Fig. 1: track usage over the die
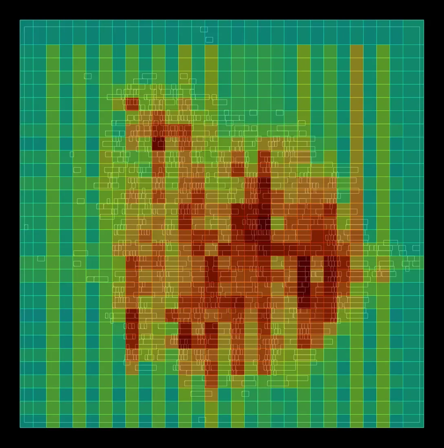
Fig. 2: I/O nets highlighted
Bar = 50 um.
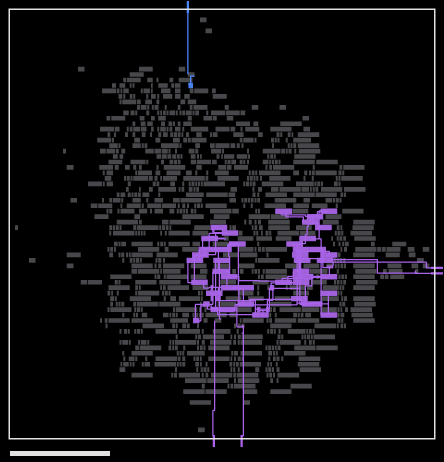
==> config.mk <==
export PLATFORM = sky130hd
export DESIGN_NAME = i2c_slave_regfile
export DESIGN_NICKNAME = d
export VERILOG_FILES = /design/src/rtl/i2c_pkg.sv /design/src/rtl/i2c_sync_edge.sv /design/src/rtl/i2c_slave_regfile.sv
export SDC_FILE = /design/constraint.sdc
export NUM_CORES = 1
export LEC_CHECK = 0
export CORE_AREA = 2 2 209 211
export CTS_CLUSTER_SIZE = 12
export DETAILED_ROUTE_END_ITERATION = 16
export DIE_AREA = 0 0 211 213
export SKIP_LAST_GASP = 1
export SLEW_MARGIN = 20
export SYNTH_ARGS = -nofsm -noshare
export SYNTH_HDL_FRONTEND = slang
export SYNTH_SLANG_ARGS = --single-unit
==> constraint.sdc <==
create_clock -name clk -period 8.6 [get_ports clk]
set_input_delay 2.58 -clock clk [delete_from_list [all_inputs] [get_ports clk]]
set_output_delay 2.58 -clock clk [all_outputs]
set_load 0.02 [all_outputs]
==> src/rtl/i2c_pkg.sv <==
// i2c_pkg: shared state encoding and constants for the I2C target
package i2c_pkg;
    typedef enum logic [3:0] {
        IDLE, ADDR, ADDR_ACK, PTR, PTR_ACK, WDATA, WDATA_ACK, RDATA, RDATA_ACK, IGNORE
    } i2c_state_e;
    localparam logic I2C_ACK = 1'b0;
    localparam logic I2C_NACK = 1'b1;
    localparam logic [6:0] I2C_DEF_ADDR = 7'h2A;
endpackage

==> src/rtl/i2c_sync_edge.sv <==
// i2c_sync_edge: pin synchroniser with rise/fall detection on the last two samples
module i2c_sync_edge #(
    parameter int SYNC_STAGES = 2
) (
    input  logic clk,
    input  logic rst,
    input  logic d,
    output logic q,
    output logic rise,
    output logic fall
);
    logic [SYNC_STAGES:0] sh;
    always_ff @(posedge clk) begin
        if (rst) sh <= '1;
        else sh <= {sh[SYNC_STAGES-1:0], d};
    end
    assign q = sh[SYNC_STAGES-1];
    assign rise = q & ~sh[SYNC_STAGES];
    assign fall = ~q & sh[SYNC_STAGES];
endmodule

==> src/rtl/i2c_slave_regfile.sv <==
// i2c_slave_regfile: I2C target with a pointer-addressed register file and a local access port
module i2c_slave_regfile
    import i2c_pkg::*;
#(
    parameter logic [6:0] DEV_ADDR = I2C_DEF_ADDR,
    parameter int NUM_REGS = 16,
    parameter int SYNC_STAGES = 2,
    localparam int PTR_W = $clog2(NUM_REGS)
) (
    input  logic             clk,
    input  logic             rst,
    input  logic             scl_i,
    input  logic             sda_i,
    output logic             sda_oe,
    input  logic             loc_we,
    input  logic [PTR_W-1:0] loc_addr,
    input  logic [7:0]       loc_wdata,
    output logic [7:0]       loc_rdata,
    output logic             wr_strobe,
    output logic [PTR_W-1:0] wr_index,
    output logic             busy
);
    logic scl, scl_r, scl_f, sda, sda_r, sda_f;
    logic start, stop, we, oe_n, busy_n;
    logic [2:0] bit_cnt, bit_cnt_n;
    logic [7:0] sh, sh_n, byte_in;
    logic [PTR_W-1:0] ptr, ptr_n;
    logic [7:0] regs [NUM_REGS];
    i2c_state_e state, state_n;

    i2c_sync_edge #(.SYNC_STAGES(SYNC_STAGES)) u_scl (
        .clk(clk), .rst(rst), .d(scl_i), .q(scl), .rise(scl_r), .fall(scl_f)
    );
    i2c_sync_edge #(.SYNC_STAGES(SYNC_STAGES)) u_sda (
        .clk(clk), .rst(rst), .d(sda_i), .q(sda), .rise(sda_r), .fall(sda_f)
    );

    assign start = scl & sda_f;
    assign stop = scl & sda_r;
    assign byte_in = {sh[6:0], sda};

    // ACK states use sda_oe to tell the fall that opens the ACK slot from the one that closes it
    always_comb begin
        state_n = state;
        bit_cnt_n = bit_cnt;
        sh_n = sh;
        ptr_n = ptr;
        oe_n = sda_oe;
        we = 1'b0;
        if (start) begin
            state_n = ADDR;
            bit_cnt_n = 3'd7;
            oe_n = 1'b0;
        end else if (stop) begin
            state_n = IDLE;
            oe_n = 1'b0;
        end else if (scl_r) begin
            case (state)
                ADDR: begin
                    sh_n = byte_in;
                    bit_cnt_n = bit_cnt - 3'd1;
                    if (bit_cnt == 3'd0) state_n = (byte_in[7:1] == DEV_ADDR) ? ADDR_ACK : IGNORE;
                end
                PTR: begin
                    sh_n = byte_in;
                    bit_cnt_n = bit_cnt - 3'd1;
                    if (bit_cnt == 3'd0) begin
                        ptr_n = byte_in[PTR_W-1:0];
                        state_n = PTR_ACK;
                    end
                end
                WDATA: begin
                    sh_n = byte_in;
                    bit_cnt_n = bit_cnt - 3'd1;
                    if (bit_cnt == 3'd0) begin
                        we = 1'b1;
                        ptr_n = ptr + 1'b1;
                        state_n = WDATA_ACK;
                    end
                end
                RDATA_ACK: state_n = (sda == I2C_NACK) ? IGNORE : RDATA_ACK;
                default: ;
            endcase
        end else if (scl_f) begin
            case (state)
                ADDR_ACK: begin
                    bit_cnt_n = 3'd7;
                    if (!sda_oe) oe_n = ~I2C_ACK;
                    else if (sh[0]) begin
                        state_n = RDATA;
                        sh_n = regs[ptr];
                        oe_n = ~regs[ptr][7];
                    end else begin
                        state_n = PTR;
                        oe_n = 1'b0;
                    end
                end
                PTR_ACK, WDATA_ACK: begin
                    bit_cnt_n = 3'd7;
                    if (!sda_oe) oe_n = ~I2C_ACK;
                    else begin
                        state_n = WDATA;
                        oe_n = 1'b0;
                    end
                end
                RDATA: begin
                    if (bit_cnt == 3'd0) begin
                        state_n = RDATA_ACK;
                        oe_n = 1'b0;
                        ptr_n = ptr + 1'b1;
                    end else begin
                        bit_cnt_n = bit_cnt - 3'd1;
                        sh_n = {sh[6:0], 1'b0};
                        oe_n = ~sh[6];
                    end
                end
                RDATA_ACK: begin
                    state_n = RDATA;
                    bit_cnt_n = 3'd7;
                    sh_n = regs[ptr];
                    oe_n = ~regs[ptr][7];
                end
                default: ;
            endcase
        end
        busy_n = (state_n == IDLE || state_n == IGNORE) ? 1'b0 : (state_n == ADDR_ACK) ? 1'b1 : busy;
    end

    always_ff @(posedge clk) begin
        if (rst) begin
            state <= IDLE;
            bit_cnt <= '0;
            sh <= '0;
            ptr <= '0;
            sda_oe <= 1'b0;
            busy <= 1'b0;
            wr_strobe <= 1'b0;
            wr_index <= '0;
        end else begin
            state <= state_n;
            bit_cnt <= bit_cnt_n;
            sh <= sh_n;
            ptr <= ptr_n;
            sda_oe <= oe_n;
            busy <= busy_n;
            wr_strobe <= we;
            if (we) wr_index <= ptr;
        end
    end

    // I2C commit is assigned last so it overrides a local write to the same index
    always_ff @(posedge clk) begin
        if (rst) begin
            for (int i = 0; i < NUM_REGS; i++) regs[i] <= '0;
            loc_rdata <= '0;
        end else begin
            if (loc_we) regs[loc_addr] <= loc_wdata;
            if (we) regs[ptr] <= byte_in;
            loc_rdata <= regs[loc_addr];
        end
    end
endmodule

==> metrics.yaml <==
setup_path:
  critical_path_peak_fanout: 23
  crit_path_cell_chain: "buf_2 -> buf_4 -> nand2_1 -> nor3_1 -> or3_1"
  criticalPathCategory: "in -> reg"
  crit_cells: 5
  r2r.worst_path.cells: 7
  critical-path-max-stage-delay_ps: 710
  cp_slowest_cell: "sky130_fd_sc_hd__nor3_1"
  worstPathRequired_ps: 8720
  critPathBufInv: 2
  worst_setup_path_start_kind: "input port"
grt:
  globalRouteTotalUtil: 0.1528
  antenna_found_initial: 2
  grt_first_pass_wirelength_um: 50070
placement:
  dpl-instance-area_um2: 11020
  gp_routability_congestion: 0.9213
  hpwl_um: 23020
  io_buffers: 31
power_and_ir_drop:
  finalPower_uw: 1941
logic_synthesis:
  yosys.area.top_type_share: 0.3644
  synthesis.nets: 1062
  dominantRegCellSynth: "sky130_fd_sc_hd__edfxtp_1"
  synth_area_per_cell_um2: 10.17
  yosys.cell_types.count: 64
  edf_count: 128
  synthesis.yosys.warnings: 0
  yosys_area_um2: 10550
  synth.largest_area_cell: "sky130_fd_sc_hd__edfxtp_1"
cells_and_area:
  design_area_um2: 11630
  most-common-layout-cells: "280 x sky130_fd_sc_hd__nand2_1, 128 x sky130_fd_sc_hd__edfxtp_1, 80 x sky130_fd_sc_hd__o21ai_1, 78 x sky130_fd_sc_hd__mux4_2, 55 x sky130_fd_sc_hd__o21ai_0"
  area_delta_synth_final_pct: 10.28
  layout-drive-gt1-share: 0.1586
run_status:
  run_status: "finished, final reports clean"
run:
  log.warning_count: 31
timing:
  rsz0062_at_grt: "false"
  maxClockFrequency_mhz: 208.2
  min_period_over_period: 0.5584
die:
  row_count: 76
  pin_count: 32
  die-width_um: 211
clock_network:
  path_clk_slew_ps: 70
  htree_levels: 4
  cts_made_buffers: 17
  cts_hold_buffers: 0
detailed_routing:
  drt_drc_violations_left: 0
  routed_via_density: 5.282
  met1Wirelength_um: 13150
  antenna_violating_nets_post_route: 0
About Fig. 1:
met2 Resource Use GR: 0.2417
met1 Usage GRT: 0.1992
most utilized layer in the global route result: met2
Finished Core Util: 0.2724

About Fig. 2:
[loc_addr] purple | bits: 4 | direction: input | end cells: 52 | buffers: 5 | wire: 1190 um
[scl_i] blue | bits: 1 | direction: input | end cells: 1 | buffers: 1 | wire: 38.5 um

power breakdown:
group / leakage (uW) / total, uW / internal, uW / switching, uW
sequential: 0.00168 / 944 / 916 / 28.0
combinational: 0.00167 / 175 / 70.3 / 104
clock: 0.000300 / 823 / 463 / 360
total: 0.00365 / 1940 / 1450 / 492
worst paths after layout:
kind,startpoint,to,slack (ps)
hold reg to reg,u_sda.sh[0],u_sda.sh[1],410
hold / removal,u_sda.sh[0],u_sda.sh[1],410
setup / recovery,loc_addr[0],regs[1][6],3800
setup reg to reg,bit_cnt[0],regs[12][1],5020
cell type report:
cell class | instances | area [um2] | area share
clock buffers | 17 | 425.4 | 0.03657
diodes | 2 | 5.005 | 0.0004302
flip-flops and latches | 171 | 4706 | 0.4045
well taps | 546 | 683.2 | 0.05873
clock inverters | 15 | 186.4 | 0.01603
multi-input cells | 734 | 5186 | 0.4458
inverters | 16 | 60.06 | 0.005163
repair buffers | 43 | 380.4 | 0.03270
per-stage QoR:
stage	hold slack, ps	util	std cells	worst slack (ps)
2_1_floorplan	389.5	-	1037	4018
3_3_place_gp	397.8	0.2581	1510	3406
3_5_place_dp	403.0	0.2581	1510	3320
4_1_cts	419.9	0.2724	1542	3785
5_1_grt	429.6	0.2724	1544	3528
6_report	414.9	0.2724	1544	3798
state kept, by name, indices dropped and copies added, names as in the netlist, named ones only:
| signal | cells |
|---|---|
| bit_cnt | 3 |
| u_sda.sh | 3 |
| sh | 7 |
| ptr | 4 |
| regs | 128 |
| loc_rdata | 8 |
| wr_index | 4 |
| u_scl.sh | 3 |
| wr_strobe | 1 |
| state | 4 |
| sda_oe | 1 |
| busy | 1 |
routing by layer:
metal | vias up | track usage
met5 | - | 0
met3 | 111 | 0.02809
met4 | 0 | 0.08159
met2 | 531 | 0.2417
met1 | 3871 | 0.1992
li1 | 3642 | -
logic make-up after synthesis:
kind of cell | Yosys count | synth area share
simple gates | 430 | 0.1881
compound gates | 208 | 0.1182
flops | 171 | 0.4460
buf+inv | 132 | 0.06228
mux | 85 | 0.1734
fa+ha+maj | 8 | 0.009490
xor+xnor | 3 | 0.002492
No activity file was given, so power comes from the tool's default toggle rates.
